**config.mk**
```make
export PLATFORM = sky130hd
export DESIGN_NAME = fifo_rd_streamer
export DESIGN_NICKNAME = d
export VERILOG_FILES = /design/src/rtl/fifo_rd_streamer.sv
export SDC_FILE = /design/constraint.sdc
export NUM_CORES = 1
export LEC_CHECK = 0
export ABC_CLOCK_PERIOD_IN_PS = 1900
export CAP_MARGIN = 30
export CORE_MARGIN = 5
export CORE_UTILIZATION = 45
export DETAILED_ROUTE_END_ITERATION = 8
export HOLD_SLACK_MARGIN = 0.1
export PLACE_DENSITY = 0.78
export SYNTH_ARGS = -nofsm -noshare
export SYNTH_HDL_FRONTEND = slang
export SYNTH_SLANG_ARGS = --single-unit
```
**constraint.sdc**
```tcl
create_clock -name rd_clk -period 1.9 [get_ports rd_clk]
set_clock_uncertainty 0.15 [all_clocks]
set_input_delay 0.475 -clock rd_clk [delete_from_list [all_inputs] [get_ports rd_clk]]
set_output_delay 0.475 -clock rd_clk [all_outputs]
set_load 0.02 [all_outputs]
```
**src/rtl/fifo_rd_streamer.sv**
```systemverilog
// Read-side drain engine: pops the async FIFO into a 2-entry buffer and streams bursts downstream.
// Optional FIFO_RD_PARITY_EN adds a per-word out_parity bit stored alongside each buffered word.
//   state | meaning
//   EMPTY | no word buffered, out_valid low
//   ONE   | head slot holds the oldest word
//   TWO   | head and tail both hold words, FIFO pops stall
`timescale 1ns/1ps
module fifo_rd_streamer #(
  parameter int DATA_W    = 16,
  parameter int BURST_LEN = 8,
  parameter int CNT_W     = 8
) (
  input  logic              rd_clk,
  input  logic              rd_rst,
  input  logic              fifo_empty,
  input  logic [DATA_W-1:0] fifo_rd_data,
  output logic              fifo_rd_en,
  output logic [DATA_W-1:0] out_data,
  output logic              out_valid,
  input  logic              out_ready,
  output logic              out_last,
`ifdef FIFO_RD_PARITY_EN
  output logic              out_parity,
`endif
  output logic [CNT_W-1:0]  pkt_cnt
);

  localparam int BW = (BURST_LEN > 1) ? $clog2(BURST_LEN) : 1;
  localparam logic [BW-1:0] LAST_BEAT = BW'(BURST_LEN - 1);

  typedef enum logic [1:0] {
    EMPTY = 2'd0,
    ONE   = 2'd1,
    TWO   = 2'd2
  } occ_t;

  occ_t              state;
  logic [DATA_W-1:0] tail_q;
  logic [BW-1:0]     beat_cnt;
  logic [BW-1:0]     beat_nxt;
  logic              valid_nxt;
  logic              push;
  logic              pop;
`ifdef FIFO_RD_PARITY_EN
  logic              tail_par;
  logic              in_par;

  assign in_par = ^fifo_rd_data;
`endif

  assign fifo_rd_en = !rd_rst && !fifo_empty && (state != TWO);
  assign push       = fifo_rd_en;
  assign pop        = out_valid && out_ready;

  always_comb begin
    beat_nxt = beat_cnt;
    if (pop) beat_nxt = out_last ? '0 : beat_cnt + 1'b1;
    case (state)
      EMPTY:   valid_nxt = push;
      ONE:     valid_nxt = push || !pop;
      default: valid_nxt = 1'b1;
    endcase
  end

  // out_valid/out_last are registered from the next-state view so they align with out_data
  always_ff @(posedge rd_clk) begin
    if (rd_rst) begin
      state     <= EMPTY;
      out_valid <= 1'b0;
      out_last  <= 1'b0;
      out_data  <= '0;
      tail_q    <= '0;
      beat_cnt  <= '0;
      pkt_cnt   <= '0;
`ifdef FIFO_RD_PARITY_EN
      out_parity <= 1'b0;
      tail_par   <= 1'b0;
`endif
    end else begin
      out_valid <= valid_nxt;
      out_last  <= valid_nxt && (beat_nxt == LAST_BEAT);
      beat_cnt  <= beat_nxt;
      if (pop && out_last) pkt_cnt <= pkt_cnt + 1'b1;
      case (state)
        EMPTY: begin
          if (push) begin
            out_data <= fifo_rd_data;
`ifdef FIFO_RD_PARITY_EN
            out_parity <= in_par;
`endif
            state <= ONE;
          end
        end
        ONE: begin
          if (push && pop) begin
            out_data <= fifo_rd_data;
`ifdef FIFO_RD_PARITY_EN
            out_parity <= in_par;
`endif
          end else if (push) begin
            tail_q <= fifo_rd_data;
`ifdef FIFO_RD_PARITY_EN
            tail_par <= in_par;
`endif
            state <= TWO;
          end else if (pop) begin
            state <= EMPTY;
          end
        end
        TWO: begin
          if (pop) begin
            out_data <= tail_q;
`ifdef FIFO_RD_PARITY_EN
            out_parity <= tail_par;
`endif
            state <= ONE;
          end
        end
        default: state <= EMPTY;
      endcase
    end
  end

endmodule

```
==> images/layer_met1.png <==
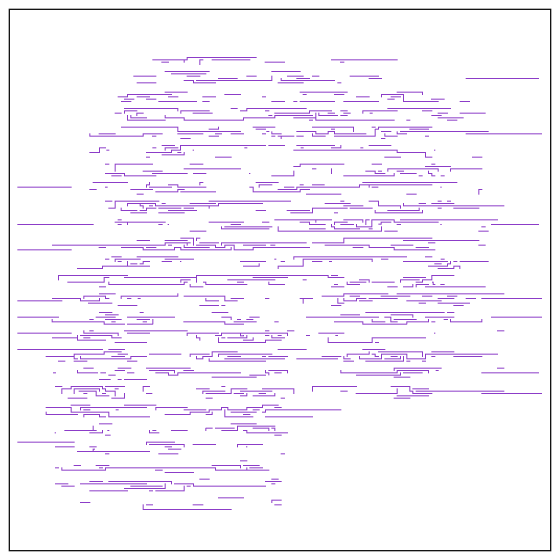
- share of all routed wire: 47%
- longest straight run: 19.3 um
- nets with wire on the layer: 281

==> images/placement.png <==
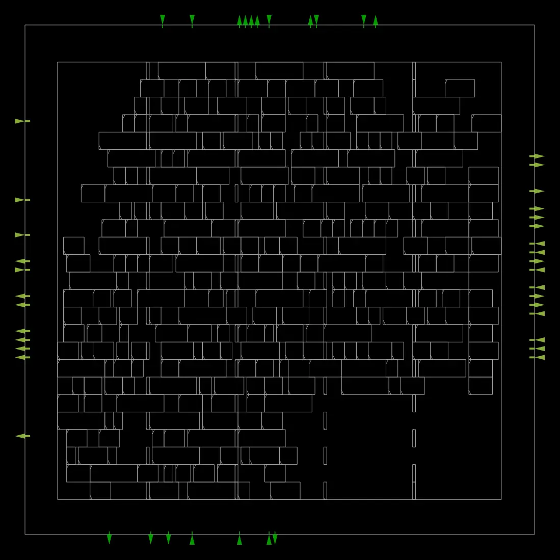
core area: 4690 um^2
Well-Tap Cells: 54
utilization after layout: 0.620
sequential cell count: 47

==> images/cell_density.png <==
The die is cut into 8 by 8 equal tiles; white is low, dark blue is high, 0 to 100% covered.
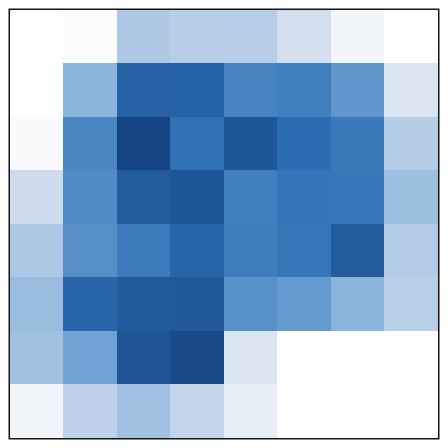
- tiles over 75% full: 22%
- densest ninth of the die: center
- nearly empty tiles: 14%
- fullest tile: 92%
- emptiest ninth of the die: lower right
- mean over tiles: 45%

[timing repair]
item / 4_1_cts / 5_1_grt
buffers inserted: 0 / 0
gates resized: 18 / 20
pin swaps: 1 / 0
setup endpoints to repair: 25 / 43
[cells in the final DEF (no fill, tap or decap), types with 2 or more instances in the layout]
cell and count:
a211oi_1 32, a21oi_1 22, and4b_1 2, buf_4 22, buf_6 2, clkbuf_8 6
clkdlybuf4s50_1 16, dfxtp_1 47, dlygate4sd2_1 9, dlymetal6s2s_1 19, ha_1 2, inv_1 2
mux2i_1 18, nand2_1 3, nand3_1 19, nand4_1 2, nor2_1 9, o21ai_0 18
o31ai_1 4, or4_1 4, xor2_1 2
[state kept, by name, indices dropped and copies added, names as in the netlist]
name,count
out_last,1
beat_cnt,3
pkt_cnt,8
out_valid,1
out_data,16
tail_q,16
state,2
==> metrics.sh <==
SYNTH_FLOPS=47
HOLD_PATH_CLASS='flop to flop'
YOSYS.AREA_SHARE.ADDER=0.0116
CTSROOTBUFFERMASTER='clkbuf_8'
ROUTEDWLPERCELL_UM=15.3
FMAX_MHz=576
TIMING.HOLD.WS_NS=0.328
ENABLE_FLOP_CELLS=0
WORSTSETUPENDPOINTTYPE='output pin'
SYN_AREA_UM2=2160
ROUTED-VIA-COUNT=1935
SEQ_SHARE=0.323
CHIPHEIGHT_UM=79.2
PLACE_INST=330
MET2_USAGE=0.278
CLKBUF_COUNT=6
VDD_DROP_MAX_V=0.000412
FF_LATCH_AREA_UM2=941
POSTSYNTHNETCOUNT=250
HOLDPATHSTAGES=2
UNREPAIRED_SETUP_ENDPOINTS_AFTER_GLOBAL_ROUTING='false'
SIGNAL_BUFFER_AREA_FRACTION=0.237
TIMING.CRITICAL_PATH.MAX_DELAY_FAMILY='flip-flops'
ROUTE.TOP_LAYER_USED='met4'
P_CLK_FRAC=0.300
MULTI_INPUT_COMB_CELLS=157
R2R-END='pkt_cnt[7]'
CP_SLOWEST_STAGE_DELAY_NS=0.44
CLKCELLAREAFRAC=0.0314
FINAL.SIGNAL_INVERTER_COUNT=2
DRC_ERRORS=0
MAX_SLEW_MARGIN=0.719
POST-SYNTH-TOP-AREA-CELL='dfxtp_1'
YOSYSWARNINGS=0
DETAILED_ROUTING_ITERATIONS_PASS_1=4
YOSYS-STAT-CELLS=228
CRITICAL_PATH_DEPTH=1
NETSWITCHINGPOWER_W=0.000571
CTS_HOLD_BUFFERS=0
CP_MAX_FO=7
P_SEQ_FRAC=0.503
DPL.HPWL_MM=3.51
FINAL-SETUP-VIOL-COUNT=0
WORSTSETUPPATHTYPE='flop to output pin'
FIN_CRIT_SH=0.914
CRITICAL-PATH-SLOWEST-CELL='dfxtp_1'
FP.DIEAREA_UM2=6280
CRITICAL_PATH_BUF_INV_COUNT=1
TIMING.FINAL.MAX_SLEW_VIOLATIONS=0
SYNTH.COMB.LARGEST_FAMILY='AND-OR/OR-AND gates'
DIEWIDTH_UM=79.2
STDCELL_AREA_UM2=2910
REG2REGPATHDEPTH=4
TIMING.HOLD.WORST_ENDPOINT='tail_q[0]'
POST-SYNTH-TOP-COUNT-CELL='dfxtp_1'
TRACK_USAGE=0.172
MAXCAPVIOLCOUNT=0
VIA_PER_INST=5.74
YS_DOMINANT_REG_CELL='dfxtp_1'
SYN_TO_FINAL_GROWTH_PCT=35.0
GRT_PASS1_VIAS=1891
FLOORPLAN.ROWS=25
SETUP_TNS_NS=0
LAYOUT.NETS=305
COMB_AREA_UM2=1110
CP_CELL_SEQUENCE='dlygate4sd2_1'
SETUP.REG_TO_REG.WORST_SLACK_NS=0.30
WORST_HOLD_START='tail_q[0]'
DRT_ITER0_DRC=144
COMB_AREA_FRAC=0.383
TOTAL_LEAKAGE_POWER_nW=1.44
MET3_WIRELENGTH_UM=248
HOLD_VIOLATIONS=0
HTREEDEPTH=2
GROUTE.LAYER.MET1.USAGE=0.234
CRITPATHLAUNCHTYPE='flop'
GRT_PASS1_WL_MM=8.86
ROUTED-WL-MET2_MM=2.49
POST-PLACE-WS_NS=-0.495
NUM_ANTENNA_CELLS=0
SWITCHING_SHARE=0.273
OUTCOME='finished, final reports clean'
SYNTH_AREA_LEADERS='dfxtp_1, a211oi_1, mux2i_1, a21oi_1, nand3_1'
P_COMB_FRAC=0.197
PWR_DENSITY_CELL_nW_PER_UM2=717
CRIT_PATH_DAT_NS=1.11
SINKS_ON_THE_CLOCK_NET=47
TRITONCTS='done'
